File: src/rtl/control_sequencer.sv
// Hardwired T0..T6 step sequencer for the 32-bit datapath.
// Decodes IR[31:27]: fetch, register ALU, unary, mul/div, nop, halt.
module control_sequencer #(
  parameter int TIMEOUT = 15
) (
  input  logic        Clock,
  input  logic        Clear_n,
  input  logic        Run,
  input  logic [31:0] IR,
  input  logic        Mem_rdy,
  output logic        PCout,
  output logic        Zlowout,
  output logic        Zhighout,
  output logic        MDRout,
  output logic        Rout,
  output logic        MARin,
  output logic        Zin,
  output logic        PCin,
  output logic        MDRin,
  output logic        IRin,
  output logic        Yin,
  output logic        Rin,
  output logic        LOin,
  output logic        HIin,
  output logic        IncPC,
  output logic        Read,
  output logic        Gra,
  output logic        Grb,
  output logic        Grc,
  output logic [4:0]  ALU_sel,
  output logic        Done,
  output logic        Mem_err,
  output logic        Illegal
);

  localparam int CW = $clog2(TIMEOUT + 1);

  typedef enum logic [3:0] {
    S_IDLE, S_T0, S_T1, S_T2, S_T3,
    S_T4, S_T5, S_T6, S_HALT
  } state_e;

  state_e         state_q, state_d;
  logic [CW-1:0]  cnt_q, cnt_d;
  logic           done_q, done_d;
  logic           err_q, err_d;

  logic [4:0] op;
  logic       is_arith, is_md, is_un;
  logic       is_nop, is_halt, is_bin;
  logic       unused_ir;
  state_e     eoi;

  assign op        = IR[31:27];
  assign unused_ir = ^IR[26:0];
  assign is_bin    = is_arith | is_md;
  assign eoi       = Run ? S_T0 : S_IDLE;

  always_comb begin
    is_arith = 1'b0;
    is_md    = 1'b0;
    is_un    = 1'b0;
    is_nop   = 1'b0;
    is_halt  = 1'b0;
    case (op)
      5'b00011, 5'b00100, 5'b00101,
      5'b00110, 5'b00111, 5'b01000,
      5'b01001, 5'b01010: is_arith = 1'b1;
      5'b01111, 5'b10000: is_md = 1'b1;
      5'b10001, 5'b10010: is_un = 1'b1;
      5'b11010:           is_nop = 1'b1;
      5'b11011:           is_halt = 1'b1;
      default: ;
    endcase
  end

  always_ff @(posedge Clock or negedge Clear_n) begin
    if (!Clear_n) begin
      state_q <= S_IDLE;
      cnt_q   <= '0;
      done_q  <= 1'b0;
      err_q   <= 1'b0;
    end else begin
      state_q <= state_d;
      cnt_q   <= cnt_d;
      done_q  <= done_d;
      err_q   <= err_d;
    end
  end

  always_comb begin
    state_d  = state_q;
    cnt_d    = '0;
    done_d   = done_q;
    err_d    = err_q;
    PCout    = 1'b0;
    Zlowout  = 1'b0;
    Zhighout = 1'b0;
    MDRout   = 1'b0;
    Rout     = 1'b0;
    MARin    = 1'b0;
    Zin      = 1'b0;
    PCin     = 1'b0;
    MDRin    = 1'b0;
    IRin     = 1'b0;
    Yin      = 1'b0;
    Rin      = 1'b0;
    LOin     = 1'b0;
    HIin     = 1'b0;
    IncPC    = 1'b0;
    Read     = 1'b0;
    Gra      = 1'b0;
    Grb      = 1'b0;
    Grc      = 1'b0;
    ALU_sel  = 5'd0;
    Illegal  = 1'b0;
    unique case (state_q)
      S_IDLE: if (Run) state_d = S_T0;
      S_T0: begin
        PCout   = 1'b1;
        MARin   = 1'b1;
        IncPC   = 1'b1;
        Zin     = 1'b1;
        state_d = S_T1;
      end
      S_T1: begin
        Zlowout = 1'b1;
        PCin    = 1'b1;
        Read    = 1'b1;
        MDRin   = 1'b1;
        // wait for memory; the Nth idle cycle gives up
        if (Mem_rdy) begin
          state_d = S_T2;
        end else if (cnt_q == CW'(TIMEOUT - 1)) begin
          err_d   = 1'b1;
          state_d = S_HALT;
        end else begin
          cnt_d = cnt_q + 1'b1;
        end
      end
      S_T2: begin
        MDRout  = 1'b1;
        IRin    = 1'b1;
        state_d = S_T3;
      end
      S_T3: begin
        unique case (1'b1)
          is_bin: begin
            Grb     = 1'b1;
            Rout    = 1'b1;
            Yin     = 1'b1;
            state_d = S_T4;
          end
          is_un: begin
            Grb     = 1'b1;
            Rout    = 1'b1;
            Zin     = 1'b1;
            ALU_sel = op;
            state_d = S_T4;
          end
          is_nop: state_d = eoi;
          is_halt: begin
            done_d  = 1'b1;
            state_d = S_HALT;
          end
          default: begin
            Illegal = 1'b1;
            state_d = eoi;
          end
        endcase
      end
      S_T4: begin
        if (is_bin) begin
          Grc     = 1'b1;
          Rout    = 1'b1;
          Zin     = 1'b1;
          ALU_sel = op;
          state_d = S_T5;
        end else begin
          Zlowout = 1'b1;
          Gra     = 1'b1;
          Rin     = 1'b1;
          state_d = eoi;
        end
      end
      S_T5: begin
        Zlowout = 1'b1;
        if (is_md) begin
          LOin    = 1'b1;
          state_d = S_T6;
        end else begin
          Gra     = 1'b1;
          Rin     = 1'b1;
          state_d = eoi;
        end
      end
      S_T6: begin
        Zhighout = 1'b1;
        HIin     = 1'b1;
        state_d  = eoi;
      end
      S_HALT: state_d = S_HALT;
      default: state_d = S_IDLE;
    endcase
  end

  assign Done    = done_q;
  assign Mem_err = err_q;

endmodule
File: config.mk
export PLATFORM = sky130hd
export DESIGN_NAME = control_sequencer
export DESIGN_NICKNAME = d
export VERILOG_FILES = /design/src/rtl/control_sequencer.sv
export SDC_FILE = /design/constraint.sdc
export NUM_CORES = 1
export LEC_CHECK = 0
export CAP_MARGIN = 5
export CORE_ASPECT_RATIO = 0.5
export CORE_MARGIN = 1
export CORE_UTILIZATION = 30
export CTS_CLUSTER_SIZE = 12
export DETAILED_ROUTE_END_ITERATION = 7
export GPL_TIMING_DRIVEN = 1
export PLACE_DENSITY = 0.68
export SYNTH_ARGS = -nofsm -noshare
export SYNTH_HDL_FRONTEND = slang
export SYNTH_SLANG_ARGS = --single-unit
File: constraint.sdc
create_clock -name Clock -period 3.5 [get_ports Clock]
set_input_delay 0.875 -clock Clock [delete_from_list [all_inputs] [get_ports Clock]]
set_output_delay 0.875 -clock Clock [all_outputs]
set_load 0.05 [all_outputs]
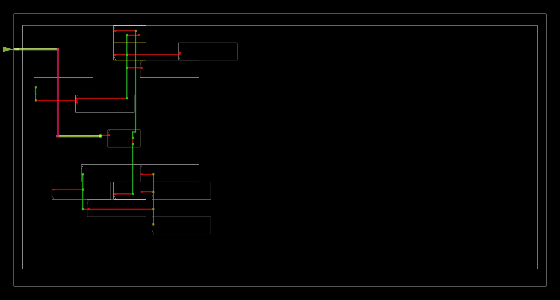
run_1/clock_nets.png
cts bufs inserted: 3
Clock Power: 0.140 mW
Worst-Skew Late Latency: 0.23 ns

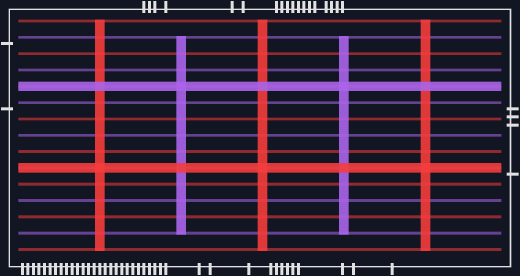
run_1/floorplan.png
(6 px per um) Pins as bars on the die edge.
Key: red = VSS; purple = VDD
63 signal pins sit on the boundary. 15 met1 rails follow the rows. 5 straps on met4. 2 straps on met5. The core has 14 rows.
Die H: 42.6 um
core area: 0.00307 mm2
die width: 83.3 um
worst vdd ir: 0.000370 V

==> results.toml, run 1 <==
# yosys + openroad results
[synthesis]
synth_top_cell_by_area = "dfrtp_1"
yosysCellCount = 128
synth.distinct_cells = 47
ys_top_cells_by_area = "dfrtp_1, buf_4, nor2_1"
top_area_share_pct = 25.3
ys.flop_type = "dfrtp_1"
synthArstFlopShare_pct = 100

[clock_tree]
clk_pin_slew_ns = 0.04
hold_buffers = 0
cts_setup_buffers = 3
cts_tree = "built"
htreeDepth = 1
cts_sinks = 10
clockBufferDepth = 2

[run_status]
status = "complete, no violations"

[final_layout]
antenna_cells = 0
drive_gt1_share_pct = 37.9

[power_and_ir_drop]
netSwitchingPower_mw = 0.558
seqPwrFrac_pct = 18.3
p_total_mw = 1.11
p_clk_share_pct = 12.6
power-top-group = "combinational logic"
powerDensity_mw_per_mm2 = 653
leakage_nw = 0.735
p_int_mw = 0.553

[global_route]
grt.overflow.total = 0
antenna_found_initial = 0
track_usage_pct = 14.8

[detailed_routing]
vias_per_cell = 4.91
via_count = 1050
antenna_left = 0
drtIter0Drc = 57
met3_length_um = 59

[final_timing]
hold_viol_final = 0
setup_viol_count_final = 0
finalClockPeriodUsage_pct = 96.0
max-slew-margin-rel_pct = 65.9

[worst_setup_path]
worstReg2RegEnd = "state_q[2]"

[place]
dpl.hpwl_mm = 2.02

[run]
warnings = 56

[floorplanning]
num_rows = 14
dieArea_mm2 = 0.00355
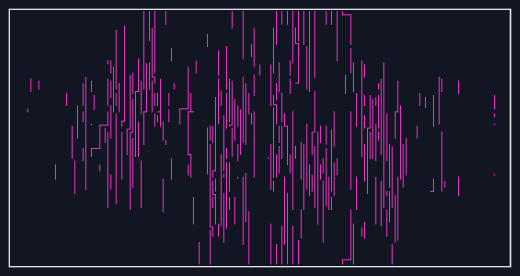
run_1/m2.png
(6 px per um)
161 nets have wire on it. The layer holds 51% of the routed length. The wires run mostly vertical. The layer carries 1350 um of wire. The longest straight run is 24.1 um.

-- run 1: flip-flops by register name, indices dropped and copies added, names as in the netlist --
name	cells
state_q	4
cnt_q	4
Done	1
Mem_err	1
-- run 1: placed cells by master, fill, tap and decap left out, types with 6 or more instances in the layout --
cell type and instances:
nand3_1 6, a21oi_1 7, buf_4 22, dfrtp_1 10, clkdlybuf4s50_1 15, nor2_1 16, buf_12 13, nand2_1 8
-- run 1: per-layer routing --
metal  global-route usage, %  vias up
met3                    1.18        2
met4                    5.17        0
met1                    18.3      500
met5                       0        -
li1                        -      534
met2                    27.5       14
-- run 1: cell type report --
cell class	instances	area share (%)
sequential	10	14.7
clock buffer	4	3.24
tap	40	2.94
multi-input combinational	97	39.9
timing repair buffer	59	38.4
inverter	4	0.882
-- run 1: stage by stage --
| step | worst slack, ns | std cells | area [um2] | util (%) | setup TNS, ns |
|---|---|---|---|---|---|
| after detailed placement | -0.205 | 205 | 1570 | 51.1 | -1.70 |
| after global placement | -0.176 | 205 | 1570 | 51.1 | -1.64 |
| after global routing | 0.0696 | 214 | 1700 | 55.5 | 0 |
| final | 0.141 | 214 | 1700 | 55.5 | 0 |
| after floorplan | -0.176 | 128 | 1000 | - | -0.176 |
| after CTS | -0.00648 | 212 | 1660 | 54.1 | -0.00648 |
-- run 1: cells by family after synthesis --
kind of cell    Yosys count  share of synthesized area (%)
flops                    10                           25.3
mux                       1                           1.01
fa+ha+maj                 3                           3.53
compound gates           27                           20.7
simple gates             63                           34.9
buf+inv                  21                           12.0
xor+xnor                  3                           2.65
-- run 1: worst max-delay path, stage by stage --
cell and delay, ns:
clkbuf_2 0.14, a211oi_1 0.09, buf_4 0.14, a2111oi_4 0.42
buf_4 0.19, nor3_2 0.05, or2_1 0.25, nor3b_4 0.17
buf_6 0.16
==> inputs of run 2 (changes only) <==
CORE_UTILIZATION = 28   (was 30)
PLACE_DENSITY = default   (was 0.68)
PLACE_DENSITY_LB_ADDON = 0.15   (was default)
==> results.toml, run 2 <==
# yosys + openroad results
[worst_setup_path]
cp-start-kind = "input pin"
criticalPathCategory = "in2out"
r2r-start = "state_q[0]"
crit_end = "Gra"
worstReg2RegEnd = "state_q[2]"

[synthesis]
yosysCellCount = 128
synth_top_cell_by_area = "dfrtp_1"
ys.flop_type = "dfrtp_1"
synthArstFlopShare_pct = 100
fp_nets = 166
top_area_share_pct = 25.3
ys_top_cells_by_count = "nor2_1, dfrtp_1, buf_4, nand2_1, a21oi_1"
synth.distinct_cells = 47
ys_top_cells_by_area = "dfrtp_1, buf_4, nor2_1"

[final_layout]
final_cell_count_no_fill = 219
final_common_cell = "buf_4"
fin_util_pct = 53.4
final_cell_mix = "buf_4, nor2_1, clkdlybuf4s50_1, buf_12, dfrtp_1"
final_cell_area_mm2 = 0.00170
antenna_cells = 0
largest_registers = "cnt_q (4), state_q (4)"
drive_gt1_share_pct = 36.8

[floorplanning]
die-height_um = 44.1
num_io_pins = 63
core_mm2 = 0.00319
dieArea_mm2 = 0.00380
num_rows = 14
die_x_um = 86.1

[clock_tree]
htreeDepth = 1
clockBufferDepth = 2
cts_buffers = 3
clk_pin_slew_ns = 0.05
cts_tree = "built"
clock.latency.late_pin_ns = 0.23

[power_and_ir_drop]
power-top-group = "combinational logic"
leakage_nw = 0.723
netSwitchingPower_mw = 0.557
seqPwrFrac_pct = 18.4
worst_ir_drop_vdd_v = 0.000461
p_int_mw = 0.547
p_clk_share_pct = 13.0

[global_route]
grt_pass1_vias = 924
antenna_found_initial = 0
grt.overflow.total = 0
grt_pass1_wl_mm = 4.26
grt_max_degree = 15

[place]
dpl_cell_area_mm2 = 0.00158
dpl.hpwl_mm = 2.02
dp_cells = 213

[final_timing]
rsz0062_at_grt = "no"
tns_ns = 0
max-slew-margin-rel_pct = 66.3
hold_viol_final = 0
finalClockPeriodUsage_pct = 97.4
setup_viol_count_final = 0

[detailed_routing]
vias_per_cell = 4.71
antenna_left = 0
wl_met2_mm = 1.14
drtIter0Drc = 32
met3_length_um = 67

[worst_hold_path]
min_to = "Mem_err"

[run]
warnings = 56

[run_status]
status = "complete, no violations"
==> run 2: netlist changes by cell type in the layout (fill, tap and decap cells not counted), moves of 2 or more <==
cell	previous run	this run
clkbuf_2	4	1
buf_6	4	2
or2_4	0	2
dlygate4sd2_1	0	2
==> run 2: kinds of logic after synthesis <==
logic type / synth area share [%]
compound gates: 20.7
xor+xnor: 2.65
fa+ha+maj: 3.53
buf+inv: 12.0
flops: 25.3
mux: 1.01
simple gates: 34.9
==> run 2: per-stage QoR <==
stage / worst slack (ns) / power (mW) / hold WS, ns
after CTS: -0.0112 / 1.09 / 0.460
after floorplan: -0.176 / 0.697 / 0.454
after global routing: 0.00582 / 1.17 / 0.483
after global placement: -0.204 / 0.932 / 0.451
after detailed placement: -0.206 / 0.936 / 0.447
final: 0.0916 / 1.10 / 0.453
==> run 2: critical path, stage by stage <==
cell and delay (ns):
dlygate4sd2_1 0.29, and4b_4 0.23, a2111oi_4 0.37, buf_4 0.18, nor3_2 0.04, or2_1 0.22
nor3b_4 0.16, buf_6 0.16
==> run 2: routing by layer <==
metal,up-vias,track usage (%)
li1,524,-
met1,491,20.0
met2,15,24.0
met3,2,1.49
met4,0,3.00
met5,-,0
==> run 2: final cells by class <==
type | instances | area (um2) | area share (%)
Inverter | 4 | 15.0 | 0.882
Clock buffer | 4 | 55.1 | 3.24
Sequential cell | 10 | 250 | 14.7
Timing Repair Buffer | 56 | 636 | 37.4
Tap cell | 48 | 60.1 | 3.53
Multi-Input combinational cell | 97 | 686 | 40.3
==> run 2: timing repair <==
item	4_1_cts	5_1_grt
hold buffers	0	0
setup buffers	2	0
endpoints found under the hold margin	0	0
pin swaps	5	7
endpoints found under the setup margin	12	13
gates resized	13	13
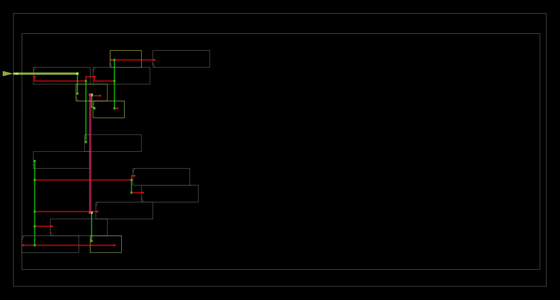
run_2/clock_nets.png
clk sink count: 10
Clock Power: 0.143 mW
seq_cells: 10
Final Skew: 0.00283 ns
clkbuf count: 4

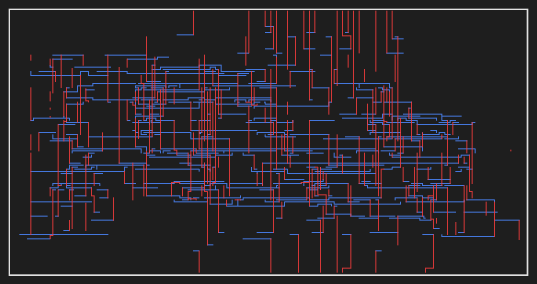
run_2/layers.png
(6 px per um) Only two layers are drawn.
Key: blue = M1 [wire length 1330 um]; red = M2 [wire length 1140 um]
Tot GR Track Use: 14.2%
Vias: 1032
WL per Instance: 11.6 um
DRT Wirelength: 2.55 mm

Power is estimated from default activity; no workload was simulated.
